Run 1, sizing map:
The bar under the picture is 50 microns long.
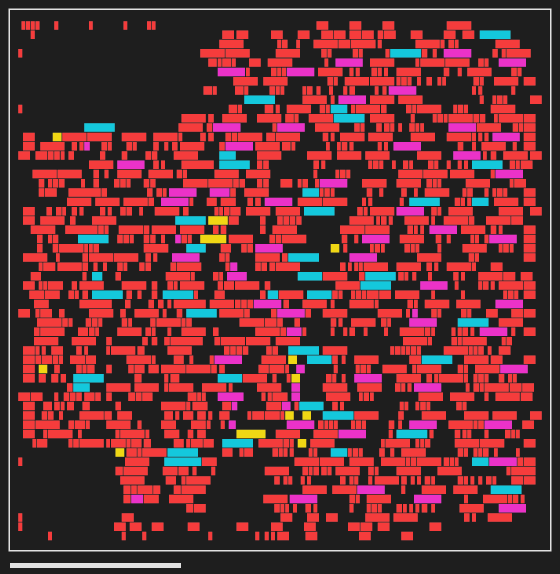
Run 1, congestion heat map:
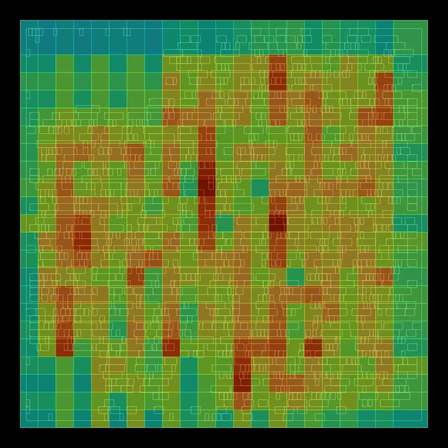
Run 1, M2 wires:
The bar under the picture is 50 microns long.
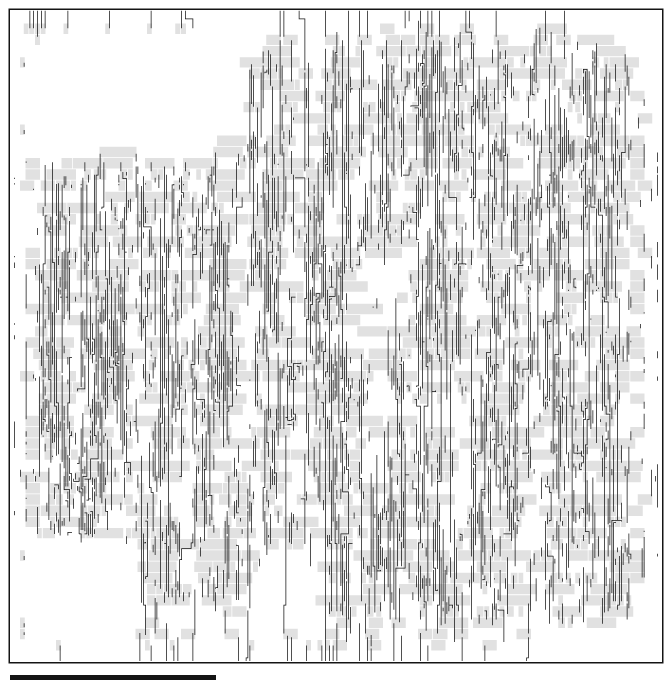
Run 1, zoomed window:
The bar under the picture is 10 microns long. Region (59, 27) to (99, 67) microns. Cells in grey, sequential cells in the stronger grey; small squares are vias.
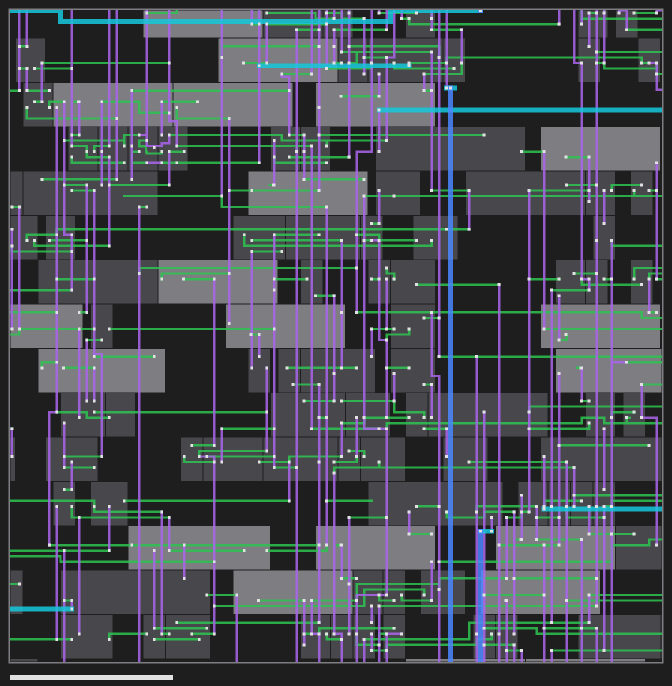
`src/rtl/mips32_fetch_queue.sv`:
```
// rtl/mips32_fetch_queue.sv - instruction prefetch queue between instruction memory and the IF/ID stage
// Optional feature macro HLT_STOP_EN: stop issuing fetches once an HLT opcode has been queued.
module mips32_fetch_queue #(
  parameter int DEPTH    = 4,
  parameter int ADDR_W   = 10,
  parameter int RESET_PC = 0
) (
  input  logic              clk,
  input  logic              rst_n,
  output logic              req_valid,
  input  logic              req_ready,
  output logic [ADDR_W-1:0] req_addr,
  input  logic              resp_valid,
  input  logic [31:0]       resp_data,
  input  logic              redirect_valid,
  input  logic [ADDR_W-1:0] redirect_pc,
  input  logic              stall_fetch,
  output logic              if_valid,
  input  logic              if_ready,
  output logic [31:0]       if_ir,
  output logic [31:0]       if_npc
);

  localparam int PW = $clog2(DEPTH);
  localparam int CW = PW + 1;
  localparam logic [CW:0] DEPTH_C = (CW+1)'(DEPTH);

  logic [ADDR_W-1:0] fetch_pc_q, fetch_pc_d;
  logic [CW-1:0]     count_q, count_d;
  logic [CW-1:0]     outstanding_q, outstanding_d;
  logic [CW-1:0]     discard_q, discard_d;
  logic [PW-1:0]     rd_ptr_q, rd_ptr_d;
  logic [PW-1:0]     wr_ptr_q, wr_ptr_d;
  logic [PW-1:0]     tag_rd_q, tag_rd_d;
  logic [PW-1:0]     tag_wr_q, tag_wr_d;
  logic [31:0]       ir_mem_q  [DEPTH];
  logic [31:0]       ir_mem_d  [DEPTH];
  logic [ADDR_W-1:0] npc_mem_q [DEPTH];
  logic [ADDR_W-1:0] npc_mem_d [DEPTH];
  logic [ADDR_W-1:0] tag_mem_q [DEPTH];
  logic [ADDR_W-1:0] tag_mem_d [DEPTH];

  logic credit_ok;
  logic req_fire;
  logic push;
  logic drop;
  logic pop;
  logic stopped;

`ifdef HLT_STOP_EN
  logic stopped_q, stopped_d;
  assign stopped = stopped_q;
`else
  assign stopped = 1'b0;
`endif

  // Buffered entries plus in-flight requests never exceed DEPTH, so a push always has room.
  assign credit_ok = ({1'b0, count_q} + {1'b0, outstanding_q}) < DEPTH_C;
  assign req_valid = rst_n && !redirect_valid && !stall_fetch && !stopped && credit_ok;
  assign req_addr  = fetch_pc_q;
  assign req_fire  = req_valid && req_ready;

  assign if_valid  = (count_q != '0);
  assign if_ir     = ir_mem_q[rd_ptr_q];
  assign if_npc    = {{(32-ADDR_W){1'b0}}, npc_mem_q[rd_ptr_q]};

  assign push = resp_valid && (discard_q == '0);
  assign drop = resp_valid && (discard_q != '0);
  assign pop  = if_valid && if_ready;

  always_comb begin
    fetch_pc_d    = fetch_pc_q;
    count_d       = count_q;
    discard_d     = discard_q;
    rd_ptr_d      = rd_ptr_q;
    wr_ptr_d      = wr_ptr_q;
    tag_rd_d      = tag_rd_q;
    tag_wr_d      = tag_wr_q;
    ir_mem_d      = ir_mem_q;
    npc_mem_d     = npc_mem_q;
    tag_mem_d     = tag_mem_q;
`ifdef HLT_STOP_EN
    stopped_d     = stopped_q;
`endif
    outstanding_d = outstanding_q + CW'(req_fire) - CW'(resp_valid);

    // The tag FIFO mirrors the memory's in-order request queue, dropped responses included.
    if (resp_valid) begin
      tag_rd_d = tag_rd_q + 1'b1;
    end
    if (req_fire) begin
      tag_mem_d[tag_wr_q] = fetch_pc_q;
      tag_wr_d            = tag_wr_q + 1'b1;
      fetch_pc_d          = fetch_pc_q + 1'b1;
    end

    if (redirect_valid) begin
      fetch_pc_d = redirect_pc;
      count_d    = '0;
      rd_ptr_d   = wr_ptr_q;
      discard_d  = outstanding_q - CW'(resp_valid);
`ifdef HLT_STOP_EN
      stopped_d  = 1'b0;
`endif
    end else begin
      if (drop) begin
        discard_d = discard_q - 1'b1;
      end
      if (push) begin
        ir_mem_d[wr_ptr_q]  = resp_data;
        npc_mem_d[wr_ptr_q] = tag_mem_q[tag_rd_q] + 1'b1;
        wr_ptr_d            = wr_ptr_q + 1'b1;
      end
      if (pop) begin
        rd_ptr_d = rd_ptr_q + 1'b1;
      end
      count_d = count_q + CW'(push) - CW'(pop);
`ifdef HLT_STOP_EN
      if (push && (resp_data[31:26] == 6'b111111)) begin
        stopped_d = 1'b1;
      end
`endif
    end
  end

  always_ff @(posedge clk) begin
    if (!rst_n) begin
      fetch_pc_q    <= ADDR_W'(RESET_PC);
      count_q       <= '0;
      outstanding_q <= '0;
      discard_q     <= '0;
      rd_ptr_q      <= '0;
      wr_ptr_q      <= '0;
      tag_rd_q      <= '0;
      tag_wr_q      <= '0;
      for (int i = 0; i < DEPTH; i++) begin
        ir_mem_q[i]  <= '0;
        npc_mem_q[i] <= '0;
        tag_mem_q[i] <= '0;
      end
`ifdef HLT_STOP_EN
      stopped_q     <= 1'b0;
`endif
    end else begin
      fetch_pc_q    <= fetch_pc_d;
      count_q       <= count_d;
      outstanding_q <= outstanding_d;
      discard_q     <= discard_d;
      rd_ptr_q      <= rd_ptr_d;
      wr_ptr_q      <= wr_ptr_d;
      tag_rd_q      <= tag_rd_d;
      tag_wr_q      <= tag_wr_d;
      ir_mem_q      <= ir_mem_d;
      npc_mem_q     <= npc_mem_d;
      tag_mem_q     <= tag_mem_d;
`ifdef HLT_STOP_EN
      stopped_q     <= stopped_d;
`endif
    end
  end

endmodule

```
`config.mk`:
```
export PLATFORM = sky130hd
export DESIGN_NAME = mips32_fetch_queue
export DESIGN_NICKNAME = d
export VERILOG_FILES = /design/src/rtl/mips32_fetch_queue.sv
export SDC_FILE = /design/constraint.sdc
export NUM_CORES = 1
export LEC_CHECK = 0
export CORE_MARGIN = 2
export CORE_UTILIZATION = 43
export DETAILED_ROUTE_END_ITERATION = 12
export HOLD_SLACK_MARGIN = 0.1
export REMOVE_ABC_BUFFERS = 1
export SLEW_MARGIN = 0
export SYNTH_ARGS = -nofsm -noshare
export SYNTH_HDL_FRONTEND = slang
export SYNTH_SLANG_ARGS = --single-unit
export TNS_END_PERCENT = 50
```
`constraint.sdc`:
```
create_clock -name clk -period 4.7 [get_ports clk]
set_input_delay 0.94 -clock clk [delete_from_list [all_inputs] [get_ports clk]]
set_output_delay 0.94 -clock clk [all_outputs]
set_load 0.03 [all_outputs]
```
==> run summary, run 1 <==
fresh numbers from the pnr run: initial antenna violation count=0, total sequential power=around 2.1 mW, result of the run=finished clean, sequential power share=approximately 46%, number of cells in Yosys stat=1163, met1 WL=11700 microns, Final TNS setup=0 ns, Hold/Removal Path Class=register to register, number of buffers and inverters on the critical path=1, cell resize tally after clock tree synthesis=0, final cell count without fillers=1553, num rows=56, FP Util=a little over two fifths, proportion of cell area occupied by registers=38.6%, total vias in the final route=8158, DR WL met2=12500 microns, depth of the most critical reg-to-reg path=11, post-route worst setup slack=0.976 ns, r2r endpoint=outstanding_q[2], top cell type by total area after synthesis=dfxtp_1, NonClk Buf Share=9.74%, number of iterations in the first detailed-routing pass=5, number of standard cells after synthesis=1163, nonclk inv count=21, largest incremental delay on the critical path=0.95 ns, number of design rule violations left after detail routing=0, Synth cell types=45, worst slew margin relative to its limit=between 30% and 40%, Clock Power Share=42.6%, Setup WS pre-CTS=between 0.8 and 0.9 ns, cell leakage power=4.11 nW, number of vias per cell after detailed routing=roughly 5.3, number of buffers inserted during clock tree synthesis=26, number of global-route vias before repair=between 7000 and 8000, GR Overflow Total=0, maximum clock insertion buffer count=3, max-slew violation count=0, combinational group power=0.537 mW, maximum number of pins on one net before global-route repair=roughly 86, ordered list of cells on the worst path=mux4_2 -> clkdlybuf4s50_1, count of plain and timing-repair buffers in the layout=116, antenna cell count=0, area of the die=25000 sq um, Least-Margin Pin Slew=between 0.9 and 1 ns, final HPWL from detailed placement=around 15000 microns, Final Hold Violation Tally=0, Adder Share, Synth=2.84%, storage element area=approximately 4700 sq um, Late-Pin Clk Latency=~0.54 ns, arrival time worst endpoint=2.78 ns, netlist area before placement=10200 sq um, Data required, critical path=3.76 ns, yosys stat area=10200 sq um, post-route antenna net violation count=0, total tool warning count=32, post-layout power=4.65 mW, Dominant Register Cell=dfxtp_1, CTS Hold Bufs=0, post-route fraction of the period consumed by the critical path=79.2%, horizontal die size=158 microns, final-layout clock buffer total=37, critical setup path kind=register to primary output, Sink Count=235, post-synthesis async set-or-reset flop share=0%, sequential area share after synthesis=46.0%, Basic Gates by Area=between 10% and 20%, most frequent cell after synthesis=nand2_1, crit path capture type=primary output, register with the most flip-flops=ir_mem_q, nature of the critical path startpoint=register, internal power of the cells=3.46 mW, utilization after layout=52.2%, share of final layout cell area taken by clock buffers and inverters=6.86%, largest registers in the final layout=ir_mem_q x128, npc_mem_q x40, tag_mem_q x40, Hold Crit Endpoint=ir_mem_q[76], Post-Syn Area per Cell=8.79 sq um, post-synth tally of flip-flops with integrated enable=0
About 'sizing map':
| colour | size | cells | share |
|---|---|---|---|
| yellow | _3 and _4 cells | 12 | 0.97% |
| cyan | _6 and larger | 42 | 3.4% |
| magenta | _2 cells | 61 | 4.9% |
| red | _0 and _1 cells | 1119 | 91% |

About 'congestion heat map':
Total GRT Usage: 20.7%
highest-utilization routing layer at the global route stage: met2

About 'M2 wires':
longest straight run: 65.5 microns
wire length on this layer: 12500 microns

About 'zoomed window':
| colour | layer |
|---|---|
| purple | metal 2 |
| green | metal 1 |
| cyan | metal 3 |
| blue | metal 4 |
cells with their middle in the window: 100
sequential cells in the window: 18
netlist names of flops here include: ir_mem_q (7), npc_mem_q (7), rd_ptr_q (2)
most frequent: nand2_1 (22), dfxtp_1 (16), a21oi_1 (13)

--- run 2 (diff from run 1) ---
Clock period 4.7 ns to 3.8 ns, I/O delays scaled along.
Run 2, M2 wires:
The bar under the picture is 50 microns long.
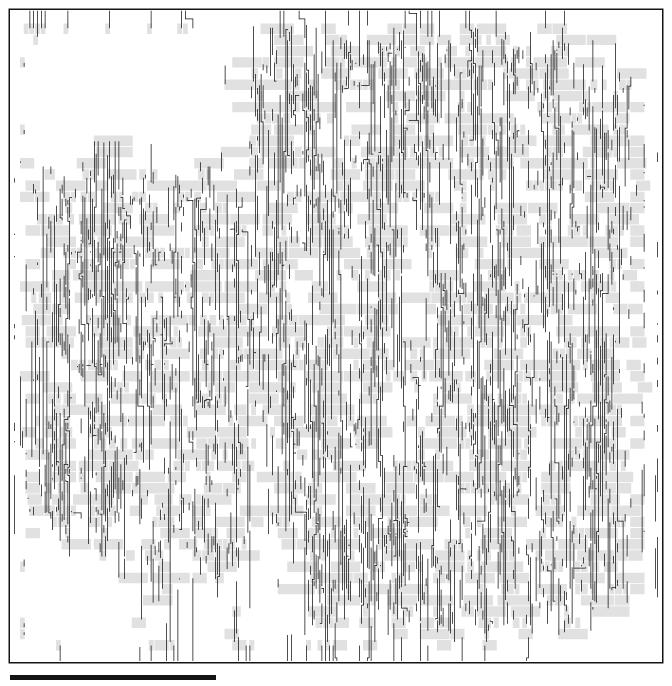
wire length on this layer: 12700 microns
nets with wire on the layer: 958
main direction: vertical
share of all routed wire: 49%

Run 2, congestion heat map:
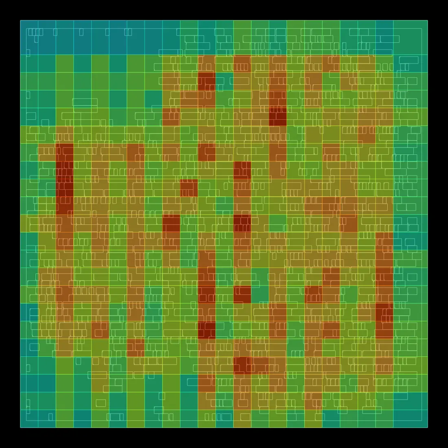
utilization after layout: 52.7%
Global Route met3 Usage: 2.63%
routed len/inst: 16.6 microns
met1 Track Usage GR: 27.2%
GR met2 Demand/Resource: 37.0%

==> run 2 against run 1 <==
Routed wire length rose by 1.2%. Clock skew is 0.0041 ns higher. Sequential power grew 23%. Count of clock-buffer cells in the layout grew 1. Largest power group unchanged. Power is 26% higher. Worst hold slack worse by 0.0017 ns. First-iteration DRC count down 12%. Critical path depth grew 1. Die area unchanged. Clock power up 29%.
==> run summary, run 2 <==
fresh numbers from the pnr run: max-slew violation count=0 (unchanged), r2r endpoint=outstanding_q[2], Late-Pin Clk Latency=0.54 ns (about the same), Critical path destination=if_npc[6], highest-utilization routing layer at the global route stage=met2, number of iterations in the first detailed-routing pass=5 (unchanged), Adder Share, Synth=2.84% (unchanged), number of standard cells after synthesis=1163 (unchanged), total vias in the final route=8201 (+0.53%), largest registers in the final layout=ir_mem_q x128, npc_mem_q x40, tag_mem_q x40, worst min-delay path startpoint=tag_mem_q[38], Final TNS setup=0 ns (unchanged), sequential area share after synthesis=46.0% (unchanged), instance area at placement=11500 sq um, number of buffers and inverters on the critical path=2 (+1), count of plain and timing-repair buffers in the layout=129 (+11%), final HPWL from detailed placement=15700 microns (+4.7%), antenna cell count=0 (unchanged), depth of the most critical reg-to-reg path=11 (unchanged), final cell count without fillers=1570 (+1.1%), final-layout clock buffer total=38 (+2.7%), post-route worst setup slack=0.429 ns (-0.547 ns), cell resize tally after clock tree synthesis=0 (unchanged), proportion of cell area occupied by registers=38.2% (-0.43 points), storage element area=4710 sq um (unchanged), initial antenna violation count=0 (unchanged), arrival time worst endpoint=2.61 ns (-0.17 ns), number of design rule violations left after detail routing=0 (unchanged), tightest hold margin=0.450 ns, internal power of the cells=4.38 mW (+26%), filler instances=2204, largest incremental delay on the critical path=0.66 ns (-0.29 ns), combinational group power=0.696 mW (+30%), top cell type by total area after synthesis=dfxtp_1, area of the die=25000 sq um (unchanged), share of final layout cell area taken by clock buffers and inverters=7.12% (+0.26 points), DR WL met2=12700 microns (+1.3%), post-route antenna net violation count=0 (unchanged), cell leakage power=4.20 nW (+2.2%), total sequential power=2.62 mW (+23%), Data required, critical path=3.04 ns (-0.72 ns), Basic Gates by Area=17.4% (unchanged), number of cells in Yosys stat=1163 (unchanged), number of global-route vias before repair=7995 (+1.5%), Hold Crit Endpoint=tag_mem_q[38], register with the most flip-flops=ir_mem_q, CTS Hold Bufs=0 (unchanged), NonClk Buf Share=10.4% (+0.66 points), post-route fraction of the period consumed by the critical path=between 80% and 90%, maximum clock insertion buffer count=3 (unchanged), horizontal die size=158 microns (unchanged), total tool warning count=34 (+6.3%), worst slew margin relative to its limit=43.5% (+7.4 points), met1 WL=11700 microns (about the same), Synth cell types=45 (unchanged), Total GRT Usage=20.9% (+0.23 points), Post-Syn Area per Cell=8.79 sq um (unchanged), Dominant Register Cell=dfxtp_1, critical setup path kind=register to primary output, yosys stat area=10200 sq um (unchanged), Hold/Removal Path Class=register to register, number of vias per cell after detailed routing=5.22 (-0.56%), maximum number of pins on one net before global-route repair=106 (+23%), post-synthesis async set-or-reset flop share=0% (unchanged), nature of the critical path startpoint=register, most frequent cell after synthesis=nand2_1, Pwr Density=476 nW/um^2, Sink Count=235 (unchanged), Least-Margin Pin Slew=0.848 ns (-0.111 ns), result of the run=finished clean, GR Overflow Total=0 (unchanged), ordered list of cells on the worst path=buf_4 -> mux4_2 -> clkdlybuf4s50_1, num rows=56 (unchanged), netlist area before placement=10200 sq um (unchanged), Root Buffer=clkbuf_16, Final Hold Violation Tally=0 (unchanged), FP Util=43.7% (unchanged), sequential power share=44.6% (-1.2 points), crit path capture type=primary output, total setup buffers inserted after CTS=0, # placed instances=1522, nonclk inv count=21 (unchanged), Setup WS pre-CTS=0.393 ns (-0.416 ns), Clock Power Share=43.6% (+1.0 points), net switching power figure=1.50 mW, number of buffers inserted during clock tree synthesis=27 (+3.8%), leading post-synthesis cells by instance count=nand2_1, dfxtp_1, a21oi_1
--- run 3 (diff from run 2) ---
Settings changed: CELL_PAD_IN_SITES_DETAIL_PLACEMENT from default to 0, CELL_PAD_IN_SITES_GLOBAL_PLACEMENT from default to 1, CORE_UTILIZATION 43 to 42, PLACE_DENSITY_LB_ADDON from default to 0.1.
Run 3, M2 wires:
The bar under the picture is 50 microns long.
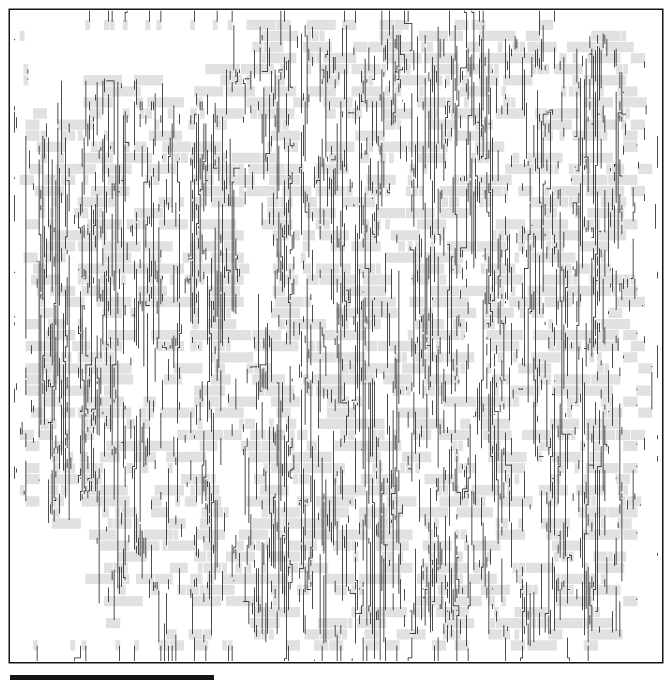
wire length on this layer: 12700 microns
share of all routed wire: 47%
main direction: vertical

Run 3, sizing map:
The bar under the picture is 50 microns long.
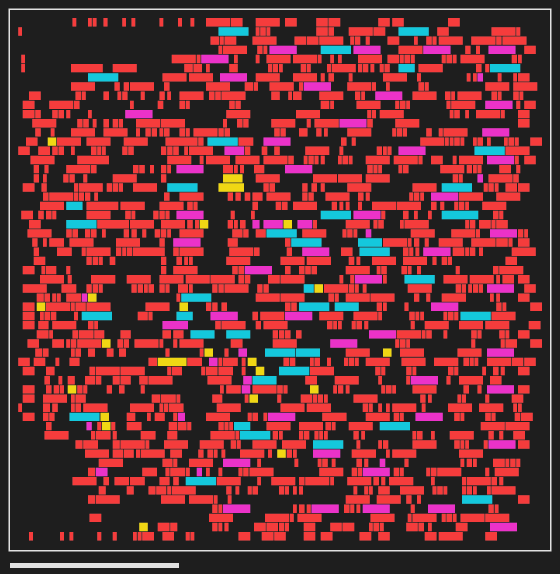
| colour | size | cells | share |
|---|---|---|---|
| magenta | _2 cells | 64 | 5.1% |
| red | _0 and _1 cells | 1122 | 90% |
| yellow | _3 and _4 cells | 22 | 1.8% |
| cyan | _6 and larger | 39 | 3.1% |

==> run 3 against run 2 <==
Global-route usage fell by 0.24 points. Die area rose by 2.3%. Utilization fell by 1.8 points. Clock skew fell by 0.017 ns. First-iteration DRC count rose by 14%. Combinational power rose by 0.7%. Worst hold slack barely moved. Synthesized cell count did not move. Sequential share of layout area rose by 0.17 points. Design area fell by 0.46%. Highest routed layer unchanged.
==> run summary, run 3 <==
fresh numbers from the pnr run: storage element area=4710 sq um (unchanged), most frequent cell after synthesis=nand2_1, Clock Power Share=42.4% (-1.2 points), maximum clock insertion buffer count=3 (unchanged), Final TNS setup=0 ns (unchanged), Sink Count=235 (unchanged), number of global-route vias before repair=7932 (-0.79%), worst min-delay path startpoint=ir_mem_q[69], crit path capture type=primary output, Total GRT Usage=20.6% (-0.24 points), Data required, critical path=3.04 ns (about the same), utilization after layout=51.0% (-1.8 points), combinational group power=0.701 mW (+0.7%), ordered list of cells on the worst path=buf_4 -> mux4_2 -> clkdlybuf4s50_1, Dominant Register Cell=dfxtp_1, Final Hold Violation Tally=0 (unchanged), share of final layout cell area taken by clock buffers and inverters=6.72% (-0.40 points), post-route antenna net violation count=0 (unchanged), total sequential power=2.61 mW (about the same), number of standard cells after synthesis=1163 (unchanged), FP Util=42.4% (-1.3 points), depth of the most critical reg-to-reg path=11 (unchanged), NonClk Buf Share=10.4% (-0.034 points), arrival time worst endpoint=2.68 ns (+0.07 ns), number of design rule violations left after detail routing=0 (unchanged), result of the run=finished clean, total vias in the final route=8234 (+0.40%), leading post-synthesis cells by instance count=nand2_1, dfxtp_1, a21oi_1, antenna cell count=0 (unchanged), number of cells in Yosys stat=1163 (unchanged), maximum number of pins on one net before global-route repair=82 (-23%), sequential area share after synthesis=46.0% (unchanged), tightest hold margin=0.451 ns (+0.000484 ns), GR Overflow Total=0 (unchanged), area of the die=25600 sq um (+2.3%), initial antenna violation count=0 (unchanged), number of iterations in the first detailed-routing pass=5 (unchanged), Critical path destination=if_ir[14], instance area at placement=11500 sq um (about the same), largest registers in the final layout=ir_mem_q x128, npc_mem_q x40, tag_mem_q x40, register with the most flip-flops=ir_mem_q, sequential power share=45.4% (+0.8 points), CTS Hold Bufs=0 (unchanged), critical setup path kind=register to primary output, Late-Pin Clk Latency=0.52 ns (-0.02 ns), Pwr Density=469 nW/um^2 (-1.6%)
Power figures rest on the tool's default switching activity, not on a simulated workload.
